==> config.mk <==
export PLATFORM = sky130hd
export DESIGN_NAME = plot_arbiter_flat
export DESIGN_NICKNAME = d
export VERILOG_FILES = /design/src/rtl/draw_pkg.sv /design/src/rtl/plot_arbiter_if.sv /design/src/rtl/plot_arbiter_rr_pick.sv /design/src/rtl/plot_arbiter.sv /design/src/flat_wrapper.sv
export SDC_FILE = /design/constraint.sdc
export NUM_CORES = 1
export LEC_CHECK = 0
export CAP_MARGIN = 20
export CORE_MARGIN = 3
export CORE_UTILIZATION = 38
export DETAILED_ROUTE_END_ITERATION = 10
export PLACE_DENSITY = 0.92
export REMOVE_ABC_BUFFERS = 1
export SLEW_MARGIN = 40
export SYNTH_ARGS = -nofsm -noshare
export SYNTH_HDL_FRONTEND = slang
export SYNTH_SLANG_ARGS = --single-unit
==> constraint.sdc <==
create_clock -name clk -period 2.64 [get_ports clk]
set_clock_uncertainty 0.15 [all_clocks]
set_input_delay 0.264 -clock clk [delete_from_list [all_inputs] [get_ports clk]]
set_output_delay 0.264 -clock clk [all_outputs]
set_load 0.01 [all_outputs]
==> src/rtl/draw_pkg.sv <==
// Shared draw-path definitions: coordinate width, colour constants, arbiter FSM states.
package draw_pkg;

    localparam int COORD_W = 10;

    localparam logic [2:0] BLACK = 3'b000;

    typedef enum logic {
        S_IDLE  = 1'b0,
        S_BURST = 1'b1
    } plot_arb_state_t;

endpackage

==> src/rtl/plot_arbiter_if.sv <==
// Plot-port bundle between the draw engines (master) and the arbiter (slave).
interface plot_arbiter_if #(
    parameter int N_REQ   = 4,
    parameter int COORD_W = draw_pkg::COORD_W
);
    localparam int OWN_W = (N_REQ > 1) ? $clog2(N_REQ) : 1;

    logic [N_REQ-1:0]         req;
    logic [N_REQ-1:0]         last;
    logic [N_REQ*COORD_W-1:0] x_in;
    logic [N_REQ*COORD_W-1:0] y_in;
    logic [N_REQ*3-1:0]       colour_in;
    logic                     erase;
    logic [N_REQ-1:0]         gnt;
    logic [COORD_W-1:0]       plot_x;
    logic [COORD_W-1:0]       plot_y;
    logic [2:0]               plot_colour;
    logic                     plot;
    logic                     busy;
    logic [OWN_W-1:0]         owner;

    modport master (
        output req, last, x_in, y_in, colour_in, erase,
        input  gnt, plot_x, plot_y, plot_colour, plot, busy, owner
    );

    modport slave (
        input  req, last, x_in, y_in, colour_in, erase,
        output gnt, plot_x, plot_y, plot_colour, plot, busy, owner
    );

endinterface

==> src/rtl/plot_arbiter_rr_pick.sv <==
// Round-robin priority encoder: first set req bit at or above ptr, wrapping.
module rr_pick #(
    parameter  int N_REQ = 4,
    localparam int PW    = (N_REQ > 1) ? $clog2(N_REQ) : 1
) (
    input  logic [N_REQ-1:0] req,
    input  logic [PW-1:0]    ptr,
    output logic [PW-1:0]    sel,
    output logic             any
);

    // Scan from the farthest offset down so the nearest requester overwrites sel last.
    always_comb begin
        sel = '0;
        any = |req;
        for (int i = N_REQ - 1; i >= 0; i--) begin
            if (req[(int'(ptr) + i) % N_REQ]) begin
                sel = PW'((int'(ptr) + i) % N_REQ);
            end
        end
    end

endmodule

==> src/rtl/plot_arbiter.sv <==
// Round-robin burst arbiter sharing the single vga_adapter plot port among the draw engines.
// N_REQ/COORD_W must match the parameters of the connected plot_arbiter_if.
module plot_arbiter
    import draw_pkg::*;
#(
    parameter int N_REQ     = 4,
    parameter int MAX_BURST = 32,
    parameter int COORD_W   = draw_pkg::COORD_W
) (
    input  logic          clk,
    input  logic          resetn,
    plot_arbiter_if.slave bus
);

    localparam int OWN_W = (N_REQ > 1) ? $clog2(N_REQ) : 1;
    localparam int CNT_W = $clog2(MAX_BURST + 1);

    plot_arb_state_t    state_q, state_d;
    logic [OWN_W-1:0]   owner_q, owner_d;
    logic [OWN_W-1:0]   ptr_q, ptr_d;
    logic [CNT_W-1:0]   burst_cnt_q, burst_cnt_d;
    logic               plot_q, plot_d;
    logic [COORD_W-1:0] plot_x_q, plot_x_d;
    logic [COORD_W-1:0] plot_y_q, plot_y_d;
    logic [2:0]         plot_colour_q, plot_colour_d;

    logic [OWN_W-1:0]   sel;
    logic               any;
    logic               own_req;
    logic               own_last;
    logic               xfer;
    logic [CNT_W-1:0]   cnt_inc;
    logic [OWN_W-1:0]   owner_nxt;
    logic [N_REQ-1:0]   gnt;

    rr_pick #(.N_REQ(N_REQ)) u_pick (
        .req (bus.req),
        .ptr (ptr_q),
        .sel (sel),
        .any (any)
    );

    // Owner-side decode; gnt depends only on registered state and live req.
    always_comb begin
        own_req   = bus.req[owner_q];
        own_last  = bus.last[owner_q];
        xfer      = (state_q == S_BURST) && own_req;
        cnt_inc   = burst_cnt_q + CNT_W'(1);
        owner_nxt = (owner_q == OWN_W'(N_REQ - 1)) ? '0 : owner_q + OWN_W'(1);
        gnt       = '0;
        if (state_q == S_BURST) begin
            gnt[owner_q] = own_req;
        end
    end

    // Next-state: pick a winner in idle; leave the burst on last, preemption or abandon.
    always_comb begin
        state_d     = state_q;
        owner_d     = owner_q;
        ptr_d       = ptr_q;
        burst_cnt_d = burst_cnt_q;
        case (state_q)
            S_IDLE: begin
                if (any) begin
                    owner_d     = sel;
                    burst_cnt_d = '0;
                    state_d     = S_BURST;
                end
            end
            S_BURST: begin
                if (!own_req) begin
                    state_d = S_IDLE;
                    ptr_d   = owner_nxt;
                end else begin
                    burst_cnt_d = cnt_inc;
                    if (own_last || (cnt_inc == CNT_W'(MAX_BURST))) begin
                        state_d = S_IDLE;
                        ptr_d   = owner_nxt;
                    end
                end
            end
            default: state_d = S_IDLE;
        endcase
    end

    // Plot-port capture: strobe follows the transfer, pixel data holds between transfers.
    always_comb begin
        plot_d        = xfer;
        plot_x_d      = plot_x_q;
        plot_y_d      = plot_y_q;
        plot_colour_d = plot_colour_q;
        if (xfer) begin
            plot_x_d      = bus.x_in[int'(owner_q) * COORD_W +: COORD_W];
            plot_y_d      = bus.y_in[int'(owner_q) * COORD_W +: COORD_W];
            plot_colour_d = bus.erase ? BLACK : bus.colour_in[int'(owner_q) * 3 +: 3];
        end
    end

    // State and output registers; synchronous reset drops any in-flight pixel.
    always_ff @(posedge clk) begin
        if (!resetn) begin
            state_q       <= S_IDLE;
            owner_q       <= '0;
            ptr_q         <= '0;
            burst_cnt_q   <= '0;
            plot_q        <= 1'b0;
            plot_x_q      <= '0;
            plot_y_q      <= '0;
            plot_colour_q <= '0;
        end else begin
            state_q       <= state_d;
            owner_q       <= owner_d;
            ptr_q         <= ptr_d;
            burst_cnt_q   <= burst_cnt_d;
            plot_q        <= plot_d;
            plot_x_q      <= plot_x_d;
            plot_y_q      <= plot_y_d;
            plot_colour_q <= plot_colour_d;
        end
    end

    assign bus.gnt         = gnt;
    assign bus.plot        = plot_q;
    assign bus.plot_x      = plot_x_q;
    assign bus.plot_y      = plot_y_q;
    assign bus.plot_colour = plot_colour_q;
    assign bus.busy        = (state_q == S_BURST);
    assign bus.owner       = owner_q;

endmodule
==> src/flat_wrapper.sv <==
// flat-port wrapper written by rule: the top's interface ports become plain ports
module plot_arbiter_flat import draw_pkg::*;
#(
    parameter int N_REQ     = 4,
    parameter int MAX_BURST = 32,
    parameter int COORD_W   = draw_pkg::COORD_W
)
  (clk, resetn, bus_req, bus_last, bus_x_in, bus_y_in, bus_colour_in, bus_erase, bus_gnt, bus_plot_x, bus_plot_y, bus_plot_colour, bus_plot, bus_busy, bus_owner);
  plot_arbiter_if #(.N_REQ(N_REQ), .COORD_W(COORD_W)) bus_i ();
  input  logic clk;
  input  logic resetn;
  input wire logic [$bits(bus_i.req)-1:0] bus_req;
  input wire logic [$bits(bus_i.last)-1:0] bus_last;
  input wire logic [$bits(bus_i.x_in)-1:0] bus_x_in;
  input wire logic [$bits(bus_i.y_in)-1:0] bus_y_in;
  input wire logic [$bits(bus_i.colour_in)-1:0] bus_colour_in;
  input wire logic [$bits(bus_i.erase)-1:0] bus_erase;
  output wire logic [$bits(bus_i.gnt)-1:0] bus_gnt;
  output wire logic [$bits(bus_i.plot_x)-1:0] bus_plot_x;
  output wire logic [$bits(bus_i.plot_y)-1:0] bus_plot_y;
  output wire logic [$bits(bus_i.plot_colour)-1:0] bus_plot_colour;
  output wire logic [$bits(bus_i.plot)-1:0] bus_plot;
  output wire logic [$bits(bus_i.busy)-1:0] bus_busy;
  output wire logic [$bits(bus_i.owner)-1:0] bus_owner;
  assign bus_i.req = bus_req;
  assign bus_i.last = bus_last;
  assign bus_i.x_in = bus_x_in;
  assign bus_i.y_in = bus_y_in;
  assign bus_i.colour_in = bus_colour_in;
  assign bus_i.erase = bus_erase;
  assign bus_gnt = bus_i.gnt;
  assign bus_plot_x = bus_i.plot_x;
  assign bus_plot_y = bus_i.plot_y;
  assign bus_plot_colour = bus_i.plot_colour;
  assign bus_plot = bus_i.plot;
  assign bus_busy = bus_i.busy;
  assign bus_owner = bus_i.owner;
  plot_arbiter #(.N_REQ(N_REQ), .MAX_BURST(MAX_BURST), .COORD_W(COORD_W)) u_core (.clk(clk), .resetn(resetn), .bus(bus_i));
endmodule
==> notes.md, run 1 <==
Entry: Yosys synthesis followed by OpenROAD place and route.

Yosys:
- The run puts the number of cells in Yosys stat at 225.
- The run gives the mean cell area of the mapped netlist as 9.793 um2.
- The run gives the count of warnings emitted by yosys as 0.
- The run puts the number of synthesized register bits at 35.
- Yosys reported that registers with async set or reset make up 0.
- The run puts the synthesized-area fraction occupied by xor and xnor cells at 0.003975.
- The run gives the sequential cell area fraction in the yosys report as 0.3180.
- The run gives the synthesized-area fraction occupied by ao, oa, aoi and oai cells as 0.1437.
- For reference, the top logic cell family by area is multiplexers.
- Yosys reports a chip area of 0.002203 mm2.
- The run gives the adder-cell area share of the yosys netlist as 0.02839.
- The run gives the leading cell type by number of instances after synthesis as nand2_1.
- The run gives the area fraction in and, or, nand and nor cells after synthesis as 0.1766.
- In the synthesized netlist the dominant register cell turns out to be dfxtp_1.
- By count the netlist is led by nand2_1 (54), dfxtp_1 (35), mux4_2 (25).
- The run gives the number of flops mapped to enable cells by yosys as 0.
- Per the synthesis report, the dominant area consumer among library cells is dfxtp_1.
- The main area contributors are dfxtp_1 (32%), mux4_2 (26%), nand2_1 (9.2%).
- The run puts the proportion of netlist area held by the largest area contributor at 0.3180.
- The run puts the proportion of synthesized area in mux cells at 0.2646.
- The run gives the instance tally after logic synthesis as 225.
- The run puts the synthesized area at 0.002203 mm2.
- Yosys mapped the design onto 35 distinct sky130hd cell types.

Run:
- The tool warning count for the run is 28.
- The report counts max-capacitance violations totalling 0.

Place:
- At the end of routability-driven placement, the weighted congestion stood at 0.7138.
- The run puts the area of placed instances at 0.003547 mm2.
- The run gives the number of cells in the design after placement as 417.
- The run puts the HPWL after detailed placement at 5213 um.
- The run puts the number of buffers inserted by port buffering at 133.

Final timing:
- For this run, the top clock speed supported by timing is 0.4026 GHz.
- The run gives the final period utilization as 0.9408.
- The run puts the number of setup violations in the final report at 0.
- The run gives the clock period minus final worst setup slack as 2.484 ns.
- The run gives the slew at the pin with the worst max-slew slack as 0.4027 ns.
- Setup repair after global routing left no endpoint under its margin.
- The final timing report lists a hold violation count of 0.
- In the final report, the number of pins over their slew limit comes to 0.
- The run gives the relative slew slack as 0.7311.

Worst setup path:
- Looking at the reg2reg group, the worst path ends at u_core.bus.plot_colour[0].
- STA classifies the critical path endpoint as an output pin.
- STA classifies the critical path startpoint as an input port.
- The run puts the largest stage delay on the critical path at 0.61 ns.
- Looking at the critical path, the single cell with the biggest stage delay is mux4_2.
- Per the post-run analysis, buffers plus inverters along the critical path come to 2.
- Per STA, the endpoint of the critical path is bus_gnt[0].
- Walking the worst path, the cells encountered are clkdlybuf4s50_1 -> mux4_2 -> and3_1 -> clkdlybuf4s50_1.
- By instance count, the cell type seen most on the critical path is clkdlybuf4s50_1.
- The worst register-to-register path begins at u_core.bus.owner[0].
- The setup check on the worst reg-to-reg path leaves a slack of 0.65 ns.
- The timing report attributes the biggest portion of critical-path delay to buffers and inverters.
- The run gives the depth of the worst register-to-register path as 5.
- The critical path in this run is classified as input port to output pin.
- The OpenROAD report gives the critical path a data arrival time of 2.07 ns.
- The timing report lists the critical path depth as 4 cells.
- The run puts the maximum net fanout on the critical path at 8.
- The OpenROAD report gives the critical path a required time of 2.23 ns.
- For reference, the critical path is launched at bus_req[3].

Global routing:
- The first global-routing pass estimated 9970 um of wire.
- The run puts the total grt overflow at 0.
- The number of global-route vias before repair was 2226.
- The run puts the initial antenna violation count at 0.
- The run gives the pin count of the biggest net entering global routing as 38.

Floorplan:
- The overall die size recorded for this design is 0.006748 mm2.
- The run gives the I/O pin count as 134.
- The run puts the y dimension of the die at 82.15 um.
- For this configuration, the core starts out at a cell density of 0.3953.
- The report lists the number of standard-cell rows as 27.
- The run gives the die width as 82.15 um.
- The run gives the core region area as 0.005574 mm2.

CTS:
- The run gives the post-CTS setup buffer count as 0.
- No sink is reached through more buffers than the 2 on the longest clock path.
- The run gives the CTS buffer count as 5.
- In this run, post-CTS repair resized a total of 0 instances.
- The run gives the cell at the root of the clock tree as clkbuf_8.
- The tree built by TritonCTS fans out to 35 sinks.
- The run gives the clock tree from TritonCTS as built.
- The run gives the total of hold buffers inserted after clock tree synthesis as 0.
- In this run the number of H-tree levels came out at 2.
- The run puts the source-to-sink clock delay at the later pin of the worst-skew pair at 0.28 ns.
- For reference, the clock transition at the flip-flops on the worst setup and hold paths is 0.07 ns.

Status:
- The run finished with clean final reports.

Layout:
- The run gives the post-layout instance area as 0.003632 mm2.
- The run puts the area used by multi-input combinational logic at 0.001360 mm2.
- The run puts the final-stage net count at 460.
- Once layout is complete, the utilization of the core stands at 0.6516.
- Registers take 701.9 um2.
- Compared with the post-synthesis result, the final layout area differs by 64.85%.
- The layout summary lists the proportion of cells stronger than drive strength 1 as 0.1218.
- The run gives the filler cell count as 470.
- The run gives the number of inserted diodes as 0.
- The run puts the number of non-filler instances in the completed layout at 425.

Pwr:
- The run puts the maximum vdd drop at 0.2092 mV.
- The final power report lists total power as 1.455 mW.
- The run gives the power density over the cells as 400.5 mW/mm2.
- The run puts the leakage power of the design at 1.296 nW.

Worst hold path:
- Hold analysis shows the worst path with a depth of 2.
- The run gives the start point of the worst min-delay path as u_core.bus.plot_y[2].
- The run gives the type of the most critical hold path as flop to flop.
- The run gives the endpoint with the worst hold slack as u_core.bus.plot_y[2].

Routing:
- In the routed design, unresolved DRC markers number 0.
- Signal routing reaches up to met4.
- The run puts the routed via count divided by cell count at 5.207.
- Per the detail_route log, met3 wirelength is 684 um.
- The run puts the detailed-router iteration count before antenna repair at 4.
- Summed over all nets, wire length on met2 after detailed routing comes to 3438 um.
- The run gives the detailed-route wire length on metal 1 as 2382 um.
- The run puts the number of violations reported at the end of detailed-routing iteration 0 at 49.
- The run gives the count of nets left with antenna violations after detail routing as 0.
run 1: final cells by class:
type                    count  area share
repair buffers            138      0.3769
multi-input cells         165      0.3744
flip-flops and latches     35      0.1932
well taps                  72     0.02480
clock buffers               6     0.01998
inverters                   7    0.007234
clock inverters             2    0.003445
run 1: power breakdown:
group	internal [mW]	leakage, nW	total, mW	switching, mW
clock network	0.184	0.0412	0.371	0.187
logic	0.313	0.969	0.497	0.184
registers	0.562	0.285	0.587	0.0246
total	1.06	1.30	1.45	0.396
run 1: stage by stage:
| stage | hold WS, ns | setup slack (ns) | setup TNS, ns |
|---|---|---|---|
| after global routing | 0.3288 | 0.09745 | 0 |
| after CTS | 0.3047 | 0.1700 | 0 |
| after global placement | 0.2897 | 0.2199 | 0 |
| after detailed placement | 0.2946 | 0.1706 | 0 |
| after floorplan | 0.2315 | -0.2557 | -3.434 |
| final | 0.3016 | 0.1562 | 0 |
run 1: sequential cells by signal, indices dropped and copies added (netlist names):
signal / cells
u_core.burst_cnt_q: 6
u_core.bus.busy: 1
u_core.bus.owner: 2
u_core.bus.plot: 1
u_core.bus.plot_colour: 3
u_core.bus.plot_x: 10
u_core.bus.plot_y: 10
u_core.ptr_q: 2
run 1: placed cells by master (no fill, tap or decap), types with 4 or more instances in the layout:
cell / Yosys / final
inv_1: 7 / 7
and2_1: 4 / 4
buf_4: 2 / 5
a21boi_0: 4 / 4
o21ai_0: 5 / 5
and3_1: 5 / 5
clkdlybuf4s50_1: 0 / 133
clkbuf_8: 0 / 5
nand2_1: 54 / 54
nand3_1: 4 / 4
dfxtp_1: 35 / 34
a21boi_1: 20 / 20
mux4_2: 25 / 25
nor2_1: 8 / 8
ha_1: 5 / 5
a21oi_1: 7 / 7
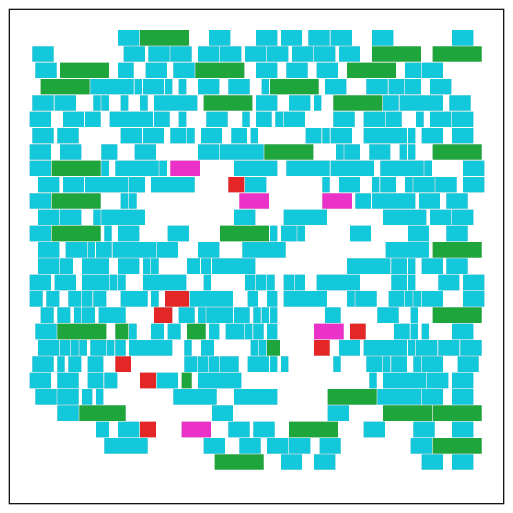
(run_1/sizing.png)
Drawn at 6 px/um.
x2 -> green  # cells 30, most used mux4_2
x1 and smaller -> cyan  # cells 310, most used clkdlybuf4s50_1
x3 and x4 -> red  # cells 8, most used buf_4
x6 and larger -> magenta  # cells 5, most used clkbuf_8

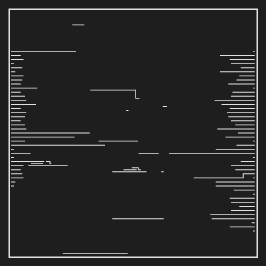
(run_1/m3.png)
Drawn at 3 px/um.
wire length on this layer = 684 um
main direction = horizontal
nets with wire on the layer = 90
share of all routed wire = 10%
longest straight run = 31.1 um
count of vias placed by the detailed router: 2213
met3 capacity usage during global routing: 0.06616
total routed wirelength: 6590 um

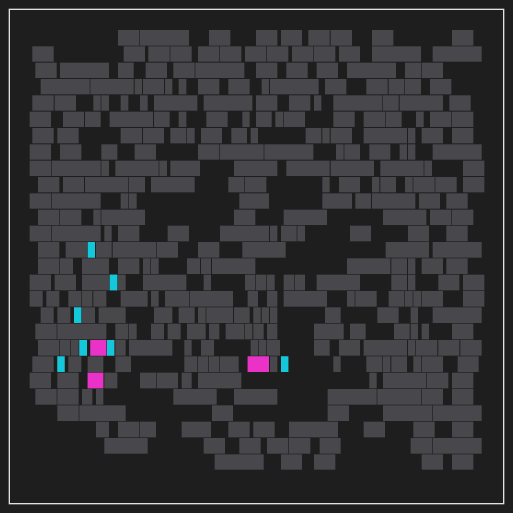
(run_1/gates.png)
Drawn at 6 px/um.
inv cells -> cyan  # cells 7, most used inv_1
non-inverting ao/oa cells -> magenta  # cells 3

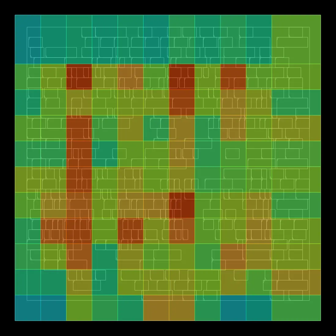
(run_1/congestion_map.png)
met2 Usage GRT: 0.3619
final routed wire length divided by cell count: 15.51 um
most utilized layer in the global route result: met2
met1 global-route usage: 0.2011
overall fraction of global-route tracks in use: 0.1957

==> inputs of run 2 (changes only) <==
--- a/config.mk
+++ b/config.mk
@@ -6,7 +6,7 @@
 export NUM_CORES = 1
 export LEC_CHECK = 0
 export CAP_MARGIN = 20
-export CORE_MARGIN = 3
+export CORE_MARGIN = 8
 export CORE_UTILIZATION = 38
 export DETAILED_ROUTE_END_ITERATION = 10
 export PLACE_DENSITY = 0.92
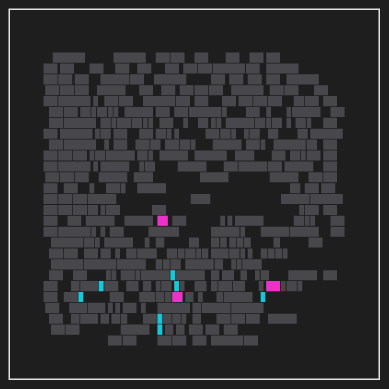
(run_2/gates.png)
Drawn at 4 px/um.
non-inverting ao/oa cells -> magenta  # cells 3
inv cells -> cyan  # cells 7, most used inv_1

==> run 2 against run 1 <==
Core utilization increased by 0.22 points. Critical endpoint is now bus_gnt[2]. Register-to-register slack improved by 0.06 ns. Synthesized cell count unchanged. Worst setup slack improved by 0.010 ns. Synthesized area stayed put. First-iteration DRC count shrank 16%.
==> notes.md, run 2 <==
Entry: Yosys synthesis followed by OpenROAD place and route.

Layout:
- The run puts the area used by multi-input combinational logic at 0.001360 mm2 (unchanged).
- The run gives the filler cell count as 443 (was 470).
- The number of inserted diodes is 0 (unchanged).
- The run gives the final-stage net count as 461 (was 460).
- The run gives the post-layout instance area as 0.003622 mm2 (was 0.003632 mm2).

Worst setup path:
- The depth of the worst register-to-register path is 5 (unchanged).
- The run puts the maximum net fanout on the critical path at 8 (unchanged).
- The run gives the critical path buffer and inverter count as 2 (unchanged).
- CP cell instances: clkdlybuf4s50_1 -> mux4_2 -> and3_1 -> clkdlybuf4s50_1 (unchanged).
- The critical path start-end classification is input port to output pin (unchanged).
- The run gives the reg-to-reg startpoint as u_core.bus.owner[0] (unchanged).
- The kind of start point of the critical path was an input port (unchanged).
- The data required time at the worst endpoint is 2.23 ns (about the same).
- The terminus of the critical flop-to-flop path is u_core.bus.plot_y[0] (was u_core.bus.plot_colour[0]).
- The largest stage delay on the critical path came to 0.60 ns (was 0.61 ns).

Yosys:
- The synthesized-area fraction occupied by xor and xnor cells came to 0.003975 (unchanged).
- The count of warnings emitted by yosys came to 0 (unchanged).
- The run gives the area fraction in and, or, nand and nor cells after synthesis as 0.1766 (unchanged).
- The run puts the sequential cell area fraction in the yosys report at 0.3180 (unchanged).
- The proportion of synthesized area in mux cells is 0.2646 (unchanged).
- The unique cell type count in the Yosys netlist came to 35 (unchanged).
- The leading cell type by number of instances after synthesis is nand2_1 (unchanged).
- The run gives the most area-hungry cell type in the Yosys netlist as dfxtp_1 (unchanged).
- The run gives the adder-cell area share of the yosys netlist as 0.02839 (unchanged).
- The dominant kind of combinational cell is multiplexers (unchanged).
- The run puts the total cell area reported by yosys after synthesis at 0.002203 mm2 (unchanged).

CTS:
- The post-CTS setup buffer count came to 0 (unchanged).
- The cell at the root of the clock tree is clkbuf_8 (unchanged).
- The run puts the number of clock sinks at 35 (unchanged).
- The run puts the CTS buffer count at 5 (unchanged).
- The maximum root-to-sink buffer count was 2 (unchanged).

Final timing:
- The run puts the clock period minus final worst setup slack at 2.473 ns (was 2.484 ns).
- The run puts the final number of max-transition violations at 0 (unchanged).
- The slew at the pin with the worst max-slew slack was 0.4528 ns (was 0.4027 ns).
- The run puts the worst slack on hold paths at 0.2903 ns (was 0.3016 ns).
- RSZ-0062 raised after global routing: no (unchanged).
- The run gives the final period utilization as 0.9369 (was 0.9408).
- The run puts the highest attainable clock frequency at 0.4043 GHz (was 0.4026 GHz).
- The run gives the final count of hold timing violations as 0 (unchanged).

Run:
- The run puts the max capacitance violation total at 0 (unchanged).

Routing:
- The run puts the final routed DRC violation total at 0 (unchanged).
- The routed via count divided by cell count is 5.250 (was 5.207).
- The count of nets left with antenna violations after detail routing is 0 (unchanged).
- The run puts the detailed-router iteration count before antenna repair at 4 (unchanged).
- The run puts the detailed-route via count at 2226 (was 2213).
- The run gives the number of violations reported at the end of detailed-routing iteration 0 as 41 (was 49).

Global routing:
- The run gives the number of global-route vias before repair as 2470 (was 2226).
- The run gives the first-pass GRT wire length as 11760 um (was 9970 um).
- The run puts the met2 global-route usage at 0.3147 (was 0.3619).
- The met1 track demand over resource was 0.1727 (was 0.2011).
- The total grt overflow was 0 (unchanged).

Floorplan:
- The run puts the y dimension of the die at 92.15 um (was 82.15 um).
- The run puts the site row count at 27 (unchanged).

Pwr:
- The run gives the leakage power of the design as 1.297 nW (was 1.296 nW).

Place:
- The run gives the HPWL after detailed placement as 5939 um (was 5213 um).
- The run gives the placer's final routability congestion estimate as 0.8850 (was 0.7138).
- The run puts the area of placed instances at 0.003555 mm2 (was 0.003547 mm2).

Status:
- Status: finished clean (unchanged).

Worst hold path:
- The type of the most critical hold path was input port to flop (was flop to flop).
- The run gives the start point of the worst min-delay path as resetn (was u_core.bus.plot_y[2]).
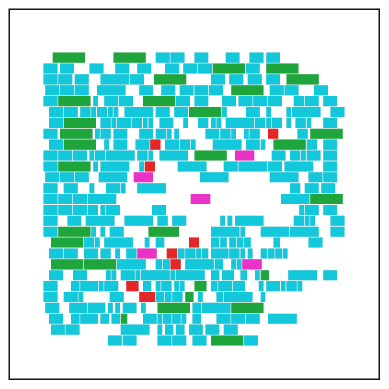
(run_2/sizing.png)
Drawn at 4 px/um.
x1 and smaller -> cyan  # cells 309, most used clkdlybuf4s50_1
x6 and larger -> magenta  # cells 5, most used clkbuf_8
x3 and x4 -> red  # cells 8, most used buf_4
x2 -> green  # cells 30, most used mux4_2

[run 2: worst max path at each step]
stage | cells after the start | from | slack, ns | end
final | 4 | bus_req[1] | 0.17 | bus_gnt[2]
after global routing | 4 | bus_req[1] | 0.11 | bus_gnt[0]
after CTS | 4 | bus_req[1] | 0.16 | bus_gnt[2]
after detailed placement | 4 | bus_req[1] | 0.17 | bus_gnt[3]
after global placement | 4 | bus_req[1] | 0.18 | bus_gnt[2]
after floorplan | 5 | u_core.bus.owner[0] | -0.26 | u_core.burst_cnt_q[3]
[run 2: stage by stage]
| step | instances | setup WS [ns] | setup TNS (ns) | total power [mW] |
|---|---|---|---|---|
| detailed placement | 418 | 0.1698 | 0 | 1.101 |
| floorplan | 207 | -0.2557 | -3.434 | 0.8185 |
| global placement | 418 | 0.1830 | 0 | 1.087 |
| finish | 424 | 0.1667 | 0 | 1.434 |
| CTS | 424 | 0.1647 | 0 | 1.452 |
| global route | 424 | 0.1057 | 0 | 1.517 |
[run 2: per-layer routing]
metal | up-vias | part of all wire
met2 | 109 | 0.52
met1 | 1040 | 0.36
met5 | - | 0
met3 | 18 | 0.083
li1 | 1059 | -
met4 | 0 | 0.033
[run 2: power breakdown]
group | internal (mW) | switching (mW) | total [mW] | leakage [nW]
Combinational | 0.312 | 0.184 | 0.496 | 0.974
Sequential | 0.563 | 0.0260 | 0.589 | 0.285
Clock | 0.176 | 0.174 | 0.349 | 0.0371
Total | 1.05 | 0.383 | 1.43 | 1.30
[run 2: final cells by class]
| cell class | count | area share |
|---|---|---|
| Inverter | 7 | 0.007254 |
| Clock buffer | 6 | 0.02003 |
| Timing Repair Buffer | 139 | 0.3786 |
| Multi-Input combinational cell | 165 | 0.3755 |
| Sequential cell | 35 | 0.1938 |
| Tap cell | 72 | 0.02487 |
==> inputs of run 3 (changes only) <==
--- a/config.mk
+++ b/config.mk
@@ -8,6 +8,7 @@
 export CAP_MARGIN = 20
 export CORE_MARGIN = 8
 export CORE_UTILIZATION = 38
+export CTS_CLUSTER_DIAMETER = 50
 export DETAILED_ROUTE_END_ITERATION = 10
 export PLACE_DENSITY = 0.92
 export REMOVE_ABC_BUFFERS = 1
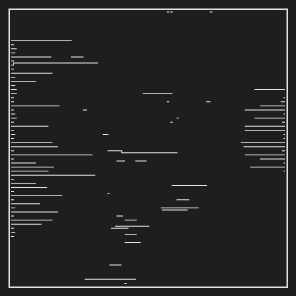
(run_3/m3.png)
Drawn at 3 px/um.
share of all routed wire = 8.3%
longest straight run = 28.1 um
main direction = horizontal
count of vias placed by the detailed router: 2226
met3 capacity usage during global routing: 0.05705
total routed wirelength: 7341 um

==> run 3 against run 2 <==
Cell count is the same. Critical endpoint unchanged. Clock-buffer cell count is the same. Sequential share of layout area did not move. Synthesized cell count stayed put. First-iteration DRC count unchanged. Largest power group unchanged. Combinational power barely moved. Worst setup slack did not move. Synthesized area unchanged. Via count is the same. Maximum frequency unchanged. Wire length unchanged. Largest cell class unchanged.
==> notes.md, run 3 <==
Entry: Yosys synthesis followed by OpenROAD place and route.

Yosys:
- The number of synthesized register bits came to 35 (unchanged).
- The sequential cell area fraction in the yosys report came to 0.3180 (unchanged).
- The run gives the leading cell type by number of instances after synthesis as nand2_1 (unchanged).
- The run gives the number of flops mapped to enable cells by yosys as 0 (unchanged).
- The run gives the total cell area reported by yosys after synthesis as 0.002203 mm2 (unchanged).
- The run gives the unique cell type count in the Yosys netlist as 35 (unchanged).
- The count of warnings emitted by yosys was 0 (unchanged).
- The post-synthesis async set-or-reset flop share is 0 (unchanged).
- Most instantiated cells after synthesis: nand2_1 (54), dfxtp_1 (35), mux4_2 (25) (unchanged).
- The run gives the instance tally after logic synthesis as 225 (unchanged).
- The most area-hungry cell type in the Yosys netlist is dfxtp_1 (unchanged).
- Biggest area cells: dfxtp_1 (32%), mux4_2 (26%), nand2_1 (9.2%) (unchanged).

Layout:
- The commonest non-fill, non-tap cell in the layout is clkdlybuf4s50_1 (unchanged).
- The run puts the post-layout instance area at 0.003622 mm2 (unchanged).
- Most numerous logic cells after layout: clkdlybuf4s50_1 (132), nand2_1 (54), dfxtp_1 (34) (unchanged).
- The run puts the fraction of layout cells with a size suffix above 1 at 0.1222 (unchanged).
- The run puts the final-stage net count at 461 (unchanged).
- The run puts the filler cell count at 443 (unchanged).
- The post-layout utilization of the core is 0.6538 (unchanged).

Worst setup path:
- The run puts the maximum net fanout on the critical path at 8 (unchanged).
- The run gives the kind of cell adding the most delay to the critical path as buffers and inverters (unchanged).
- CP cell instances: clkdlybuf4s50_1 -> mux4_2 -> and3_1 -> clkdlybuf4s50_1 (unchanged).
- The data required time at the worst endpoint came to 2.23 ns (about the same).
- The run puts the largest stage delay on the critical path at 0.60 ns (about the same).
- The kind of start point of the critical path is an input port (unchanged).
- The critical path start-end classification is input port to output pin (unchanged).
- The run gives the reg2reg setup slack as 0.71 ns (about the same).

Final timing:
- The run puts the final count of hold timing violations at 0 (unchanged).
- The run gives the highest attainable clock frequency as 0.4043 GHz (unchanged).
- RSZ-0062 raised after global routing: no (unchanged).
- The run gives the relative slew slack as 0.6981 (unchanged).
- The slack of the critical path is 0.1667 ns (unchanged).
- The final number of max-transition violations is 0 (unchanged).
- The run gives the final period utilization as 0.9369 (unchanged).
- The number of setup violations in the final report is 0 (unchanged).

CTS:
- The run puts the number of instances resized during post-cts repair at 0 (unchanged).
- The maximum root-to-sink buffer count is 2 (unchanged).
- The total of hold buffers inserted after clock tree synthesis came to 0 (unchanged).
- The run puts the source-to-sink clock delay at the later pin of the worst-skew pair at 0.28 ns (about the same).
- The number of levels in the clock H-tree came to 2 (unchanged).
- The clock-pin slew on the worst setup and hold paths came to 0.06 ns (about the same).
- The CTS buffer count came to 5 (unchanged).

Pwr:
- The run puts the leakage power of the design at 1.297 nW (unchanged).
- The run puts the maximum vdd drop at 0.2050 mV (unchanged).
- The run gives the power density over the cells as 395.9 mW/mm2 (unchanged).

Run:
- The warning total across the stage logs is 28 (unchanged).
- The run puts the max capacitance violation total at 0 (unchanged).

Routing:
- The run puts the final routed DRC violation total at 0 (unchanged).
- The run puts the count of nets left with antenna violations after detail routing at 0 (unchanged).
- The run puts the routed via count divided by cell count at 5.250 (unchanged).

Worst hold path:
- The type of the most critical hold path is input port to flop (unchanged).

Global routing:
- The run puts the first-pass GRT wire length at 11760 um (unchanged).
- The run puts the total grt overflow at 0 (unchanged).
- The run puts the pin count of the biggest net entering global routing at 31 (unchanged).

Floorplan:
- The run puts the y dimension of the die at 92.15 um (unchanged).
- The run puts the initial core utilization at 0.3977 (unchanged).
- The die area was 0.008491 mm2 (unchanged).

Place:
- The HPWL after detailed placement was 5939 um (unchanged).
- The run gives the minimum setup slack after placement as 0.1698 ns (unchanged).

Status:
- Status: finished clean (unchanged).
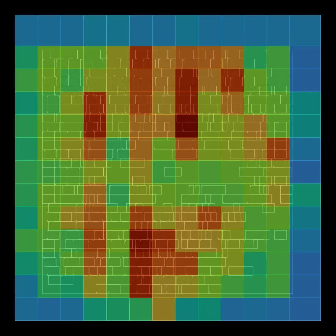
(run_3/congestion_map.png)
overall fraction of global-route tracks in use: 0.1730
final routed wire length divided by cell count: 17.31 um
met2 Usage GRT: 0.3147
met1 global-route usage: 0.1727

==> run 3: final timing paths <==
path	from	end	depth (start not counted)
worst max-delay path	bus_req[1]	bus_gnt[2]	4
worst min-delay path	resetn	u_core.bus.owner[0]	2
worst max register to register	u_core.bus.owner[0]	u_core.bus.plot_y[0]	5
worst min register to register	u_core.bus.plot_x[2]	u_core.bus.plot_x[2]	2
==> run 3: cell type report <==
type	instances	area [um2]	area share
clock buffer	6	72.57	0.02003
inverter	7	26.28	0.007254
multi-input combinational	165	1360	0.3755
sequential	35	701.9	0.1938
tap	72	90.09	0.02487
timing repair buffer	139	1371	0.3786
==> run 3: worst register-to-register path, delay by kind of cell (launching register included) <==
kind	cells	cell delay, ns
buffers and inverters	1	0.24
AOI/OAI and AO/OA	1	0.15
DFF	1	0.36
muxes	1	0.61
and+or+nand+nor	2	0.35
==> run 3: per-layer routing <==
layer | vias to the layer above | track usage | wire length, um
met4 | 0 | 0.08456 | 241
met3 | 18 | 0.05705 | 610
li1 | 1059 | - | -
met5 | - | 0 | 0
met2 | 109 | 0.3147 | 3848
met1 | 1040 | 0.1727 | 2641
==> run 3: report_power, final <==
part / internal, mW / leakage, nW / switching [mW] / total (mW)
clock: 0.176 / 0.0371 / 0.174 / 0.349
combinational: 0.312 / 0.974 / 0.184 / 0.496
sequential: 0.563 / 0.285 / 0.0260 / 0.589
==> run 3: kinds of logic (layout without fill, tap and decap cells) <==
family          after synthesis  count (layout)  synth area share
buf+inv                      25             152           0.06473
fa+ha+maj                     5               5           0.02839
flops                        35              35            0.3180
simple gates                 86              86            0.1766
mux                          27              27            0.2646
xor+xnor                      1               1          0.003976
compound gates               46              46            0.1437
No activity file was given, so power comes from the tool's default toggle rates.
